## src/rtl/cart_slot_loader.sv

```systemverilog
// HPS ioctl download -> multi-slot cartridge RAM writer: packs bytes into words, FIFO-buffers them, req/ack writes.
// Optional: define CART_CKSUM_EN to build the 16-bit byte checksum on cksum (otherwise cksum is tied to 0).
module cart_slot_loader #(
    parameter int NUM_SLOTS  = 4,
    parameter int INDEX_BASE = 1,
    parameter int DATA_W     = 16,
    parameter int SLOT_AW    = 15,
    parameter int FIFO_DEPTH = 4,
    localparam int MAW       = SLOT_AW - $clog2(DATA_W / 8)
) (
    input  logic                 CLK50MHZ,
    input  logic                 COCO_RESET_N,
    input  logic                 ioctl_download,
    input  logic [7:0]           ioctl_index,
    input  logic                 ioctl_wr,
    input  logic [24:0]          ioctl_addr,
    input  logic [7:0]           ioctl_data,
    output logic                 ioctl_wait,
    output logic                 mem_req,
    input  logic                 mem_ack,
    output logic [2:0]           mem_slot,
    output logic [MAW-1:0]       mem_addr,
    output logic [DATA_W-1:0]    mem_data,
    output logic [NUM_SLOTS-1:0] slot_valid,
    output logic [SLOT_AW:0]     last_size,
    output logic                 load_done,
    output logic                 load_err,
    output logic [15:0]          cksum,
    output logic [1:0]           state_dbg
);
    localparam int BYTES  = DATA_W / 8;
    localparam int LB     = $clog2(BYTES);
    localparam int LANE_W = (LB > 0) ? LB : 1;
    localparam int PW     = $clog2(FIFO_DEPTH);
    localparam int CW     = PW + 1;
    localparam logic [8:0] IDX_LO = 9'(INDEX_BASE);
    localparam logic [8:0] IDX_HI = 9'(INDEX_BASE + NUM_SLOTS);

    typedef enum logic [1:0] {IDLE = 2'd0, LOAD = 2'd1, FLUSH = 2'd2, DONE = 2'd3} state_t;

    // Handshake: a write transfers on a clock edge where mem_req=1 and mem_ack=1;
    // mem_slot/mem_addr/mem_data stay stable from the rising of mem_req until that edge.
    state_t               state, state_next;
    logic                 dl_q;
    logic [2:0]           slot_q;
    logic [DATA_W-1:0]    pack_data, pack_data_n;
    logic [BYTES-1:0]     pack_mask, pack_mask_n;
    logic [MAW-1:0]       pack_waddr, pack_waddr_n;
    logic [DATA_W-1:0]    fifo_data [FIFO_DEPTH];
    logic [MAW-1:0]       fifo_addr [FIFO_DEPTH];
    logic [PW-1:0]        rd_ptr, wr_ptr;
    logic [CW-1:0]        count, count_next;
    logic                 wait_q;
    logic [NUM_SLOTS-1:0] slot_valid_q;
    logic [SLOT_AW:0]     last_size_q;
    logic                 load_err_q;

    logic                 dl_rise, dl_fall, idx_ok, load_entry;
    logic                 byte_take, byte_ok, byte_bad, in_range;
    logic                 push, pop;
    logic [DATA_W-1:0]    push_data;
    logic [MAW-1:0]       push_addr, byte_waddr;
    logic [LANE_W-1:0]    lane;
    logic [2:0]           slot_new;
    logic [SLOT_AW:0]     addr_plus;

    assign dl_rise    = ioctl_download & ~dl_q;
    assign dl_fall    = ~ioctl_download & dl_q;
    assign idx_ok     = ({1'b0, ioctl_index} >= IDX_LO) && ({1'b0, ioctl_index} < IDX_HI);
    assign slot_new   = 3'({1'b0, ioctl_index} - IDX_LO);
    assign in_range   = (ioctl_addr >> SLOT_AW) == 25'd0;
    assign byte_take  = (state == LOAD) && ioctl_wr;
    assign byte_ok    = byte_take && in_range;
    assign byte_bad   = byte_take && !in_range;
    assign byte_waddr = ioctl_addr[SLOT_AW-1:LB];
    assign lane       = LANE_W'(ioctl_addr % 25'(BYTES));
    assign addr_plus  = {1'b0, ioctl_addr[SLOT_AW-1:0]} + {{SLOT_AW{1'b0}}, 1'b1};
    assign pop        = mem_req && mem_ack;

    always_ff @(posedge CLK50MHZ or negedge COCO_RESET_N) begin
        if (!COCO_RESET_N) begin
            state <= IDLE;
            dl_q  <= 1'b0;
        end else begin
            state <= state_next;
            dl_q  <= ioctl_download;
        end
    end

    always_comb begin
        state_next = state;
        load_entry = 1'b0;
        case (state)
            IDLE:  if (dl_rise && idx_ok) begin
                       state_next = LOAD;
                       load_entry = 1'b1;
                   end
            LOAD:  if (dl_fall) state_next = FLUSH;
            FLUSH: if (pack_mask == '0 && count == '0) state_next = DONE;
            DONE:  state_next = IDLE;
            default: state_next = IDLE;
        endcase
    end

    // Pack register keeps unwritten lanes at 8'hFF so a partial word can be pushed as-is.
    always_comb begin
        push         = 1'b0;
        push_data    = pack_data;
        push_addr    = pack_waddr;
        pack_data_n  = pack_data;
        pack_mask_n  = pack_mask;
        pack_waddr_n = pack_waddr;
        if (load_entry) begin
            pack_data_n = '1;
            pack_mask_n = '0;
        end else if (byte_ok) begin
            if (pack_mask != '0 && byte_waddr != pack_waddr) begin
                push        = 1'b1;
                pack_data_n = '1;
                pack_mask_n = '0;
            end
            pack_data_n[(BYTES - 1 - int'(lane)) * 8 +: 8] = ioctl_data;
            pack_mask_n[lane] = 1'b1;
            pack_waddr_n      = byte_waddr;
            if (&pack_mask_n) begin
                push        = 1'b1;
                push_data   = pack_data_n;
                push_addr   = byte_waddr;
                pack_data_n = '1;
                pack_mask_n = '0;
            end
        end else if (state == FLUSH && pack_mask != '0) begin
            push        = 1'b1;
            pack_data_n = '1;
            pack_mask_n = '0;
        end
    end

    always_comb begin
        case ({push, pop})
            2'b10:   count_next = count + CW'(1);
            2'b01:   count_next = count - CW'(1);
            default: count_next = count;
        endcase
    end

    always_ff @(posedge CLK50MHZ or negedge COCO_RESET_N) begin
        if (!COCO_RESET_N) begin
            pack_data  <= '1;
            pack_mask  <= '0;
            pack_waddr <= '0;
            rd_ptr     <= '0;
            wr_ptr     <= '0;
            count      <= '0;
            wait_q     <= 1'b0;
        end else begin
            pack_data  <= pack_data_n;
            pack_mask  <= pack_mask_n;
            pack_waddr <= pack_waddr_n;
            count      <= count_next;
            if (push) wr_ptr <= wr_ptr + PW'(1);
            if (pop)  rd_ptr <= rd_ptr + PW'(1);
            // One entry stays spare so a strobe landing in the same cycle as wait still fits.
            wait_q <= (count_next >= CW'(FIFO_DEPTH - 1)) ||
                      (state_next == FLUSH && pack_mask_n != '0);
        end
    end

    always_ff @(posedge CLK50MHZ) begin
        if (push) begin
            fifo_data[wr_ptr] <= push_data;
            fifo_addr[wr_ptr] <= push_addr;
        end
    end

    always_ff @(posedge CLK50MHZ or negedge COCO_RESET_N) begin
        if (!COCO_RESET_N) begin
            slot_q       <= '0;
            slot_valid_q <= '0;
            last_size_q  <= '0;
            load_err_q   <= 1'b0;
        end else if (load_entry) begin
            slot_q      <= slot_new;
            last_size_q <= '0;
            load_err_q  <= 1'b0;
            for (int i = 0; i < NUM_SLOTS; i++)
                if (slot_new == 3'(i)) slot_valid_q[i] <= 1'b0;
        end else begin
            if (byte_bad) load_err_q <= 1'b1;
            if (byte_ok && addr_plus > last_size_q) last_size_q <= addr_plus;
            if (state == DONE && !load_err_q && last_size_q != '0)
                for (int i = 0; i < NUM_SLOTS; i++)
                    if (slot_q == 3'(i)) slot_valid_q[i] <= 1'b1;
        end
    end

`ifdef CART_CKSUM_EN
    logic [15:0] cksum_q;
    always_ff @(posedge CLK50MHZ or negedge COCO_RESET_N) begin
        if (!COCO_RESET_N)   cksum_q <= '0;
        else if (load_entry) cksum_q <= '0;
        else if (byte_ok)    cksum_q <= cksum_q + {8'd0, ioctl_data};
    end
    assign cksum = cksum_q;
`else
    assign cksum = '0;
`endif

    assign mem_req    = count != '0;
    assign mem_slot   = mem_req ? slot_q : 3'd0;
    assign mem_addr   = mem_req ? fifo_addr[rd_ptr] : '0;
    assign mem_data   = mem_req ? fifo_data[rd_ptr] : '0;
    assign ioctl_wait = wait_q;
    assign slot_valid = slot_valid_q;
    assign last_size  = last_size_q;
    assign load_err   = load_err_q;
    assign load_done  = state == DONE;
    assign state_dbg  = state;

    assert property (@(posedge CLK50MHZ) disable iff (!COCO_RESET_N)
        !(push && !pop && count == CW'(FIFO_DEPTH)));

endmodule

```

## config.mk

```make
export PLATFORM = sky130hd
export DESIGN_NAME = cart_slot_loader
export DESIGN_NICKNAME = d
export VERILOG_FILES = /design/src/rtl/cart_slot_loader.sv
export SDC_FILE = /design/constraint.sdc
export NUM_CORES = 1
export LEC_CHECK = 0
export ABC_AREA = 1
export CAP_MARGIN = 20
export CORE_ASPECT_RATIO = 0.5
export CORE_MARGIN = 2
export CORE_UTILIZATION = 30
export DETAILED_ROUTE_END_ITERATION = 12
export GPL_TIMING_DRIVEN = 0
export PLACE_DENSITY_LB_ADDON = 0.08
export SYNTH_ARGS = -nofsm -noshare
export SYNTH_HDL_FRONTEND = slang
export SYNTH_SLANG_ARGS = --single-unit
```

## constraint.sdc

```tcl
create_clock -name CLK50MHZ -period 6.2 [get_ports CLK50MHZ]
set_clock_uncertainty 0.15 [all_clocks]
set_input_delay 1.55 -clock CLK50MHZ [delete_from_list [all_inputs] [get_ports CLK50MHZ]]
set_output_delay 1.55 -clock CLK50MHZ [all_outputs]
set_load 0.01 [all_outputs]
```

==> flow_summary.ini, run 1 <==
; implementation run metrics
[setup_path]
path_buffers = 3
cp_top_family = simple AND/OR/NAND/NOR gates
r2r_start = state_dbg[0]
critPathLaunchType = primary input
cp.required_ns = 6.40
critPathMaxStageDelay_ns = 0.65
cpMaxStageDelayCell = clkdlybuf4s50_1
cp-startpoint = ioctl_addr[0]

[layout]
lay_top_cells = 225 x nand2_1, 171 x nor2_1, 120 x edfxtp_1
largest_registers = fifo_data x64, fifo_addr x56
layout.cells.non_filler = 1628
fin_util = 0.384
regMostFlops = fifo_data
layout-drive-gt1-share = 0.107
syn_to_final_growth_pct = 24.7
fin_area_sq_um = 11800
largest_reg_flops = 64
nets = 1266

[clocking]
postCtsHoldBufs = 0
clk_path_buf_depth = 2
ctsResizeCount = 0
htree_levels = 4

[placed_design]
gp_congestion = 0.836
hpwlAfterDp_um = 18500
port_buffers = 103

[sta]
tns_ns = 0
slew_headroom = 0.388
finalClockPeriodUsage = 0.790
fin_ws_ns = 1.30
setup_viol = 0

[floorplanning]
chipArea_sq_um = 33100
fp_util = 0.308

[global_routing]
grt_start_max_net_pins = 49
antenna_found_initial = 0
grt_usage = 0.162
grt_pass1_vias = 6978
grt_pass1_wl_um = 39700
grt.overflow.total = 0

[yosys]
async_flop_share = 0.358
synth_seq_share = 0.560
simple_gate_area_frac = 0.208
logic_family = simple AND/OR/NAND/NOR gates
ff_type = edfxtp_1
syn_inst = 1050
synthTopCellsByCount = 225 x nand2_1, 171 x nor2_1, 120 x edfxtp_1
ys_sh_adder = 0.0378
ys_chip_area_sq_um = 9460
ys_sh_mux = 0
edf_count = 120
yosysTopAreaCell = edfxtp_1
topCellsByArea = edfxtp_1 38%, dfrtp_1 13%, nand2_1 8.9%
top_cell_area_share = 0.381
ys_warn_count = 0

[power]
power_switching_uw = 1390
p_seq_frac = 0.370
peakVddDrop_uv = 230
largestPowerGroup = sequential cells
power_density_nw_per_um2 = 342
p_leak_uw = 0.00480
powerSeq_uw = 1490
p_clk_uw = 1090
internal_power_uw = 2640
sw_frac_of_total = 0.345

[routing]
viasPerCell = 4.45
wirelength_um = 25800
drc_errors = 0
dr.pass1.iters = 5

[flow_run]
warnings = 33

[run_status]
status = complete, no violations
## run 1: final timing paths
path | to | depth (start not counted) | slack, ns
min in group asynchronous | last_size[11] | 1 | 0.83
max | last_size[6] | 19 | 1.30
min reg2reg | pack_data[9] | 2 | 0.33
max reg2reg | ioctl_wait | 16 | 2.95
min | pack_data[9] | 2 | 0.33
max in group asynchronous | pack_data[5] | 2 | 4.46
## run 1: final cells by class
type                    instances  share of cell area
plain buffers                  70              0.0326
clock buffers                  19              0.0367
clock inverters                13              0.0122
inverters                     105              0.0334
multi-input cells             703               0.293
flip-flops and latches        187               0.449
well taps                     423              0.0449
repair buffers                108              0.0976
## run 1: per-layer routing
layer  part of all wire  global-route usage  wire [um]
met1               0.49               0.226      12700
met2               0.46               0.259      11900
met3              0.033              0.0331        862
met4              0.011              0.0433        279
met5                  0                   0          0
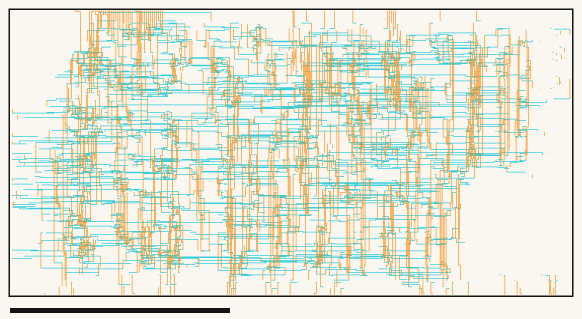
*Signal wires by layer, run 1*
Bar = 100 um. Two of the layers only.
met1: marked cyan, wire length 12700 um. met2: marked orange, wire length 11900 um.

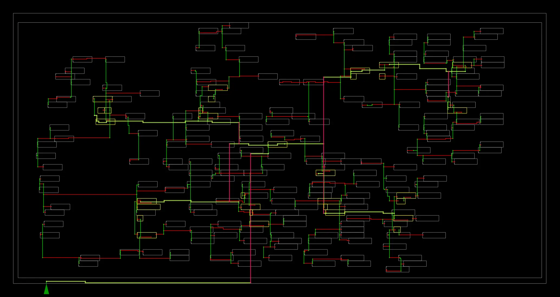
*The clock network, run 1*
clkbuf count: 19
worst skew pair latency: 0.45 ns

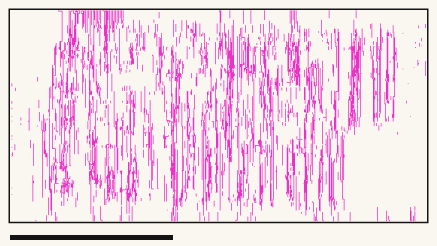
*The metal 2 layer, run 1*
Bar = 100 um.
944 nets have wire on it. The layer holds 46% of the routed length.

### Signal wires on met3, run 1

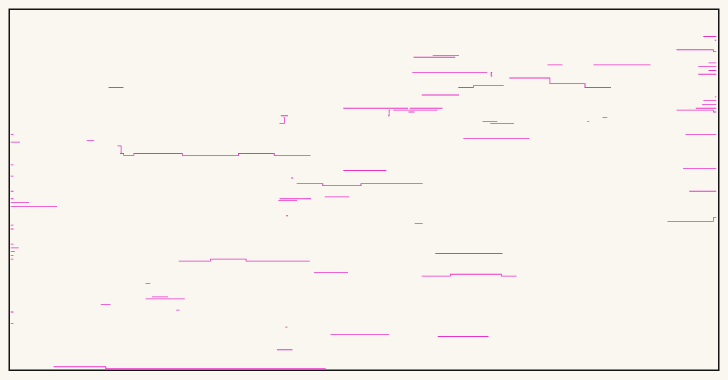

--- run 2 (diff from run 1) ---
==> constraint.sdc (replaced) <==
create_clock -name CLK50MHZ -period 4.7 [get_ports CLK50MHZ]
set_clock_uncertainty 0.15 [all_clocks]
set_input_delay 1.175 -clock CLK50MHZ [delete_from_list [all_inputs] [get_ports CLK50MHZ]]
set_output_delay 1.175 -clock CLK50MHZ [all_outputs]
set_load 0.01 [all_outputs]
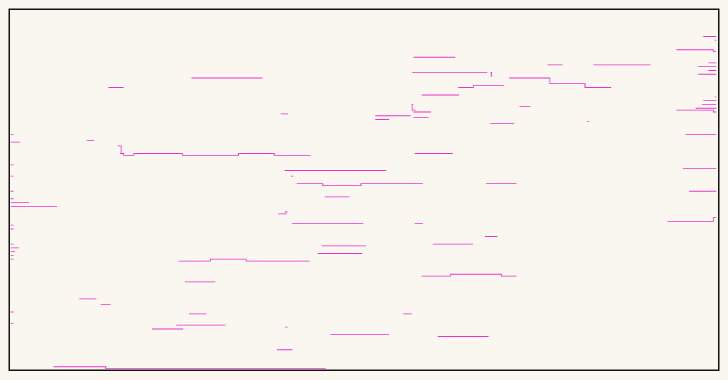
*Signal wires on met3, run 2*
The wires run mostly horizontal. The longest straight run is 79.1 um.

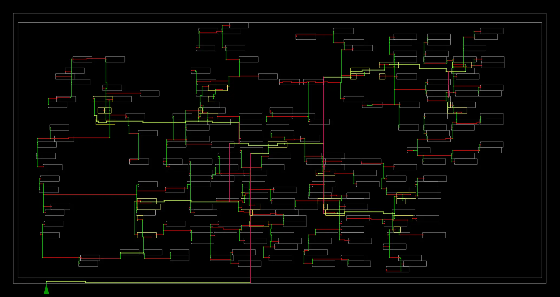
*The clock network, run 2*
clock-net power: 1440 uW
TritonCTS Buffers: 17

==> run 2 against run 1 <==
- global-route usage unchanged
- register-to-register slack lost 1.5 ns
- sequential power is 32% higher
- final cell count about the same
- combinational power is 32% higher
- total power grew 32%
- worst setup slack got worse by 0.87 ns
- sequential cell count unchanged
- synthesized area unchanged
==> flow_summary.ini, run 2 <==
; implementation run metrics
[yosys]
topCellsByArea = edfxtp_1 38%, dfrtp_1 13%, nand2_1 8.9%
xor_area_frac = 0.0120
top_cell_area_share = 0.381
logic_family = simple AND/OR/NAND/NOR gates
synth_seq_share = 0.560
simple_gate_area_frac = 0.208
synthTopCellsByCount = 225 x nand2_1, 171 x nor2_1, 120 x edfxtp_1
ys_sh_adder = 0.0378
ff_type = edfxtp_1
ys_chip_area_sq_um = 9460
async_flop_share = 0.358
ys_sh_mux = 0
ys_types = 43
ys_cells = 1050
edf_count = 120
ys_sh_aoi = 0.0989
synth.most_common_cell = nand2_1
syn_inst = 1050
synth_area_sq_um = 9460
synth_flops = 187
ys_warn_count = 0
avgSynthCellArea_sq_um = 9.01
yosysTopAreaCell = edfxtp_1

[setup_path]
r2r_slack_ns = 1.46
r2r_cells = 16
cp-startpoint = ioctl_addr[1]
cp.required_ns = 4.91
critPathMaxStageDelay_ns = 0.55
r2r_start = state_dbg[0]
cpMaxStageDelayCell = clkdlybuf4s50_1
path_cells = clkdlybuf4s50_1 -> ha_1 -> nand2_1 -> nor2_1 -> nand4_1 -> nor2_4 -> nand2_1 -> xor2_1 -> ha_1 -> nand2_1 -> inv_1 -> nand3_1 -> or2_0 -> nor3_1 -> nor2_1 -> nand2_1 -> nand2_1 -> buf_4 -> o21ai_0
path_class = in2reg
path_common_cell = nand2_1
crit_end = last_size[6]
cp_top_family = simple AND/OR/NAND/NOR gates
path_buffers = 3
path_max_fanout = 10
worst-path-stages = 19
critPathLaunchType = primary input
worst_setup_path_end_kind = flip-flop
arrival_ns = 4.48
r2r_end = ioctl_wait

[floorplanning]
fp_util = 0.308
rows = 45
die_height_um = 130
core_area_sq_um = 30700
die_w_um = 255
pin_count = 121
chipArea_sq_um = 33100

[routing]
dr.pass1.iters = 5
wire_per_inst_um = 15.8
antenna_left = 0
viasPerCell = 4.46
drc_errors = 0
wirelength_um = 25800
drtIter0Drc = 440
num_vias = 7267

[clocking]
clk_path_buf_depth = 2
ctsResizeCount = 0
clkSinkCount = 187
worstSkewPairLatency_ns = 0.45
postCtsHoldBufs = 0
tritoncts = done
cts-root-buf = clkbuf_16
cts_setup_buffers = 0
htree_levels = 4
path_clk_slew_ns = 0.07

[layout]
layout_top_cell = nand2_1
layout-drive-gt1-share = 0.109
fin_area_sq_um = 11800
fin_util = 0.385
largest_reg_flops = 64
nets = 1267
layout.cells.non_filler = 1629
regMostFlops = fifo_data
diodes = 0
syn_to_final_growth_pct = 24.8
largest_registers = fifo_data x64, fifo_addr x56
lay_top_cells = 225 x nand2_1, 170 x nor2_1, 120 x edfxtp_1

[min_path]
whs_endpoint = pack_data[9]
min_from = pack_data[9]
hold_path.class = reg2reg
holdPathStages = 2

[global_routing]
antenna_found_initial = 0
grt.overflow.total = 0
grt_start_max_net_pins = 49
grt_pass1_wl_um = 39700
grt_pass1_vias = 6978
grt_usage = 0.162

[sta]
post-route-min-period_ns = 4.27
finalClockPeriodUsage = 0.908
slew_headroom = 0.391
fin_ws_ns = 0.430
tns_ns = 0
hold_viol_final = 0
tightest_slew_ns = 0.914
maxSlewViolCount = 0
setup_viol = 0
rsz0062_at_grt = no
hold_ws_ns = 0.327
max_freq_mhz = 234

[placed_design]
place_ws_ns = -0.287
gp_congestion = 0.836
dp.cells = 1596
hpwlAfterDp_um = 18500
place_area_sq_um = 11200
port_buffers = 103

[power]
fin_total_pwr_uw = 5320
power_density_nw_per_um2 = 450
p_leak_uw = 0.00481
peakVddDrop_uv = 307

[flow_run]
drv_cap = 0
warnings = 33

[run_status]
status = complete, no violations
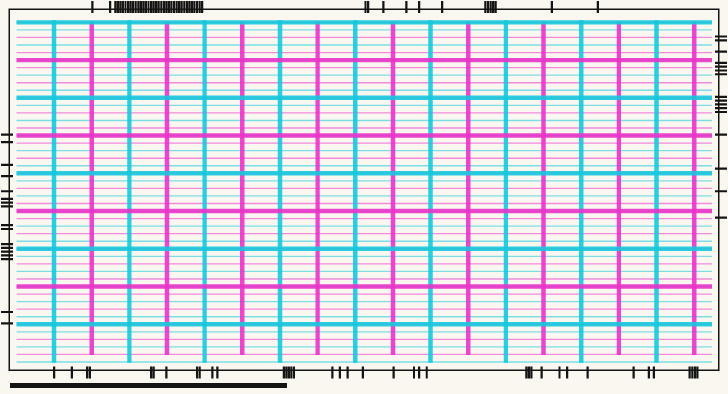
*PDN straps and rails, run 2*
Bar = 100 um. Pins as bars on the die edge.
VSS: marked cyan. VDD: marked magenta.
46 met1 rails follow the rows. 9 straps on met5.

==> run 2: cell counts after synthesis <==
No cell type changed its count.
==> run 2: routing by layer <==
metal / global-route usage / part of all wire / vias up
met5: 0 / 0 / -
met4: 0.0433 / 0.011 / 0
met3: 0.0331 / 0.036 / 16
met2: 0.259 / 0.46 / 128
met1: 0.226 / 0.49 / 3438
li1: - / - / 3685
==> run 2: layout make-up <==
type	count	area [sq um]
clock buffers	19	433
multi-input cells	703	3470
flip-flops and latches	187	5300
repair buffers	109	1160
plain buffers	70	384
fillers	3092	18900
inverters	105	394
clock inverters	13	144
well taps	423	529
==> run 2: power breakdown <==
group | total, uW | internal [uW] | switching, uW
sequential | 1970 | 1890 | 76.7
clock | 1440 | 787 | 654
combinational | 1910 | 806 | 1110
Power and IR drop assume default switching activity.
